drive_strength.png
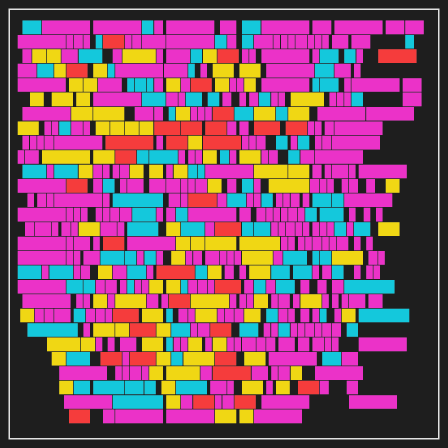
cell_classes.png
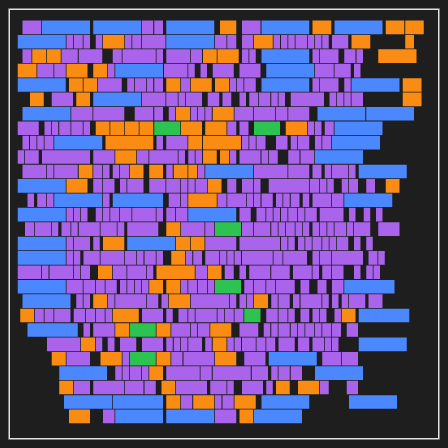
final_congestion.png
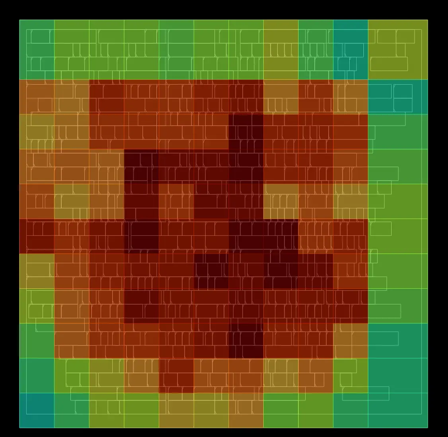
registers.png
Other sequential cells in the stronger gray, the rest of the logic in the fainter gray.
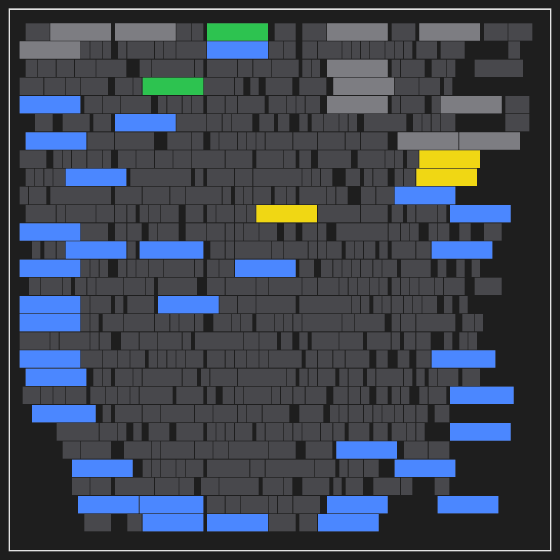
===== src/rtl/freq_decoder.sv =====
// freq_decoder: measures the rise-to-rise period of a slow divided clock and
// decodes it into a 3-bit programming code. A code is accepted only after it
// has been seen on STABLE_COUNT consecutive periods. Out-of-range periods and
// missing edges raise a sticky error flag.
module freq_decoder #(
  parameter int unsigned HALF_BASE    = 5_000_000,
  parameter int unsigned STABLE_COUNT = 2
) (
  input  logic       clock,
  input  logic       reset,
  input  logic       enable,
  input  logic       clk_in,
  output logic [2:0] code_out,
  output logic       code_valid,
  output logic       changed,
  output logic       error
);

  localparam logic [1:0] IDLE    = 2'd0;
  localparam logic [1:0] ARM     = 2'd1;
  localparam logic [1:0] MEASURE = 2'd2;

  // Period thresholds: code k covers [T_(k-1), T_k), with T_k = 3*HALF_BASE*2^k.
  localparam logic [31:0] MIN_P  = 32'(HALF_BASE);
  localparam logic [31:0] T_BASE = 32'(3 * HALF_BASE);
  localparam logic [31:0] T_MAX  = T_BASE << 7;

  localparam int            SW       = $clog2(STABLE_COUNT + 1);
  localparam logic [SW-1:0] STAB_MAX = SW'(STABLE_COUNT);

  // Returns {fault, code}: fault for glitches (< MIN_P) and periods >= T_7.
  function automatic logic [3:0] classify(input logic [31:0] period);
    logic [3:0] result;
    result = 4'b1000;
    if (period >= MIN_P) begin
      for (int k = 7; k >= 0; k--) begin
        if (period < (T_BASE << k)) result = {1'b0, 3'(k)};
      end
    end
    return result;
  endfunction

  // Stability count update: a new candidate restarts at 1, repeats saturate.
  function automatic logic [SW-1:0] stab_step(input logic [SW-1:0] cnt,
                                              input logic          match);
    if (!match)             return SW'(1);
    else if (cnt >= STAB_MAX) return STAB_MAX;
    else                    return cnt + SW'(1);
  endfunction

  logic          sync1, sync2, sync3;
  logic          rise;
  logic [1:0]    state;
  logic [31:0]   counter;
  logic [2:0]    candidate;
  logic [SW-1:0] stab;
  logic [3:0]    cls;
  logic          cls_fault;
  logic [2:0]    cls_code;
  logic [SW-1:0] stab_next;

  assign rise      = sync2 & ~sync3;
  assign cls       = classify(counter);
  assign cls_fault = cls[3];
  assign cls_code  = cls[2:0];
  assign stab_next = stab_step(stab, cls_code == candidate);

  // Bring the asynchronous clk_in into the clock domain and keep one extra
  // delayed copy for rising-edge detection.
  always_ff @(posedge clock or negedge reset) begin
    if (!reset) begin
      sync1 <= 1'b0;
      sync2 <= 1'b0;
      sync3 <= 1'b0;
    end else begin
      sync1 <= clk_in;
      sync2 <= sync1;
      sync3 <= sync2;
    end
  end

  // Measurement FSM, classification, stability tracking and output update.
  always_ff @(posedge clock or negedge reset) begin
    if (!reset) begin
      state      <= IDLE;
      counter    <= '0;
      stab       <= '0;
      candidate  <= '0;
      code_out   <= '0;
      code_valid <= 1'b0;
      changed    <= 1'b0;
      error      <= 1'b0;
    end else begin
      changed <= 1'b0;
      if (!enable) begin
        state      <= IDLE;
        counter    <= '0;
        stab       <= '0;
        code_valid <= 1'b0;
        error      <= 1'b0;
      end else begin
        case (state)
          IDLE: begin
            counter <= '0;
            state   <= ARM;
          end
          ARM: begin
            // The first edge only starts a period; it cannot be classified.
            if (rise) begin
              counter <= 32'd1;
              state   <= MEASURE;
            end
          end
          MEASURE: begin
            // A rise takes priority over the timeout so a period of exactly
            // T_7 is reported as a range fault while staying in MEASURE.
            if (rise) begin
              counter <= 32'd1;
              if (cls_fault) begin
                error      <= 1'b1;
                code_valid <= 1'b0;
                stab       <= '0;
              end else begin
                candidate <= cls_code;
                stab      <= stab_next;
                if (stab_next == STAB_MAX) begin
                  changed    <= code_valid && (code_out != cls_code);
                  code_out   <= cls_code;
                  code_valid <= 1'b1;
                  error      <= 1'b0;
                end
              end
            end else if (counter >= T_MAX) begin
              error      <= 1'b1;
              code_valid <= 1'b0;
              stab       <= '0;
              counter    <= '0;
              state      <= ARM;
            end else begin
              counter <= counter + 32'd1;
            end
          end
          default: state <= IDLE;
        endcase
      end
    end
  end

endmodule


===== config.mk =====
export PLATFORM = sky130hd
export DESIGN_NAME = freq_decoder
export DESIGN_NICKNAME = d
export VERILOG_FILES = /design/src/rtl/freq_decoder.sv
export SDC_FILE = /design/constraint.sdc
export NUM_CORES = 1
export LEC_CHECK = 0
export ABC_AREA = 1
export CAP_MARGIN = 20
export CORE_MARGIN = 1
export CORE_UTILIZATION = 56
export DETAILED_ROUTE_END_ITERATION = 7
export GPL_TIMING_DRIVEN = 0
export PLACE_DENSITY = 0.84
export SETUP_SLACK_MARGIN = 0.05
export SLEW_MARGIN = 20
export SYNTH_ARGS = -nofsm -noshare
export SYNTH_HDL_FRONTEND = slang
export SYNTH_SLANG_ARGS = --single-unit

===== constraint.sdc =====
create_clock -name clock -period 2 [get_ports clock]
set_clock_uncertainty 0.05 [all_clocks]
set_input_delay 0.4 -clock clock [delete_from_list [all_inputs] [get_ports clock]]
set_output_delay 0.4 -clock clock [all_outputs]
set_load 0.01 [all_outputs]

==> summary.txt <==
run metrics: status complete, but fails checks, failing checks setup timing, Data buffer area share between 10% and 20%, Clock group 0.649 mW, CTS root buffer clkbuf_8, Post-CTS Setup Bufs 32, Worst Hold Launch sync1$_DFF_PN0_, DR WL/cell around 21 um, crit path to error$_DFFE_PN0P_, syn nets about 490, reg2reg setup slack -0.62 ns, smallest hold slack 0.312 ns, final setup fails 37, Hold Vio Cnt, Final 0, OpenROAD warning count 33, crit-path max cell delay 0.37 ns, inverters 63, number of enable flip-flop cells 0, mux share 0%, final setup margin -0.616 ns, reg2reg end error$_DFFE_PN0P_
## Picture notes: drive_strength.png
drive 1 or less: shown in magenta, cells 336. drive 6 and up: shown in red, cells 33. drive 3 to 4: shown in yellow, cells 88. drive 2: shown in cyan, cells 96.
Area Overhead vs Synth: 38.2%
final instance area: 4800 um^2
Non-clock buffers: 84
final setup margin: -0.616 ns

## Picture notes: cell_classes.png
flip-flops: shown in blue, cells 48. all other logic: shown in purple, cells 414. other buffers and delay cells: shown in orange, cells 84. clock drivers and dummy loads: shown in green, cells 7.

## Picture notes: final_congestion.png
grt met3 use: 5.06%
Final Util: 80.7%
M1 GR Usage: 37.8%

## Picture notes: registers.png
counter: shown in blue, flops 32, where widely spread. candidate: shown in yellow, flops 3. state: shown in green, flops 2.
Another 11 sequential cells are not colored.
flip-flop and latch power: 1.04 mW
FF/Latch Area: 1210 um^2
Seq area share: 25.1%

Power is estimated from default activity; no workload was simulated.
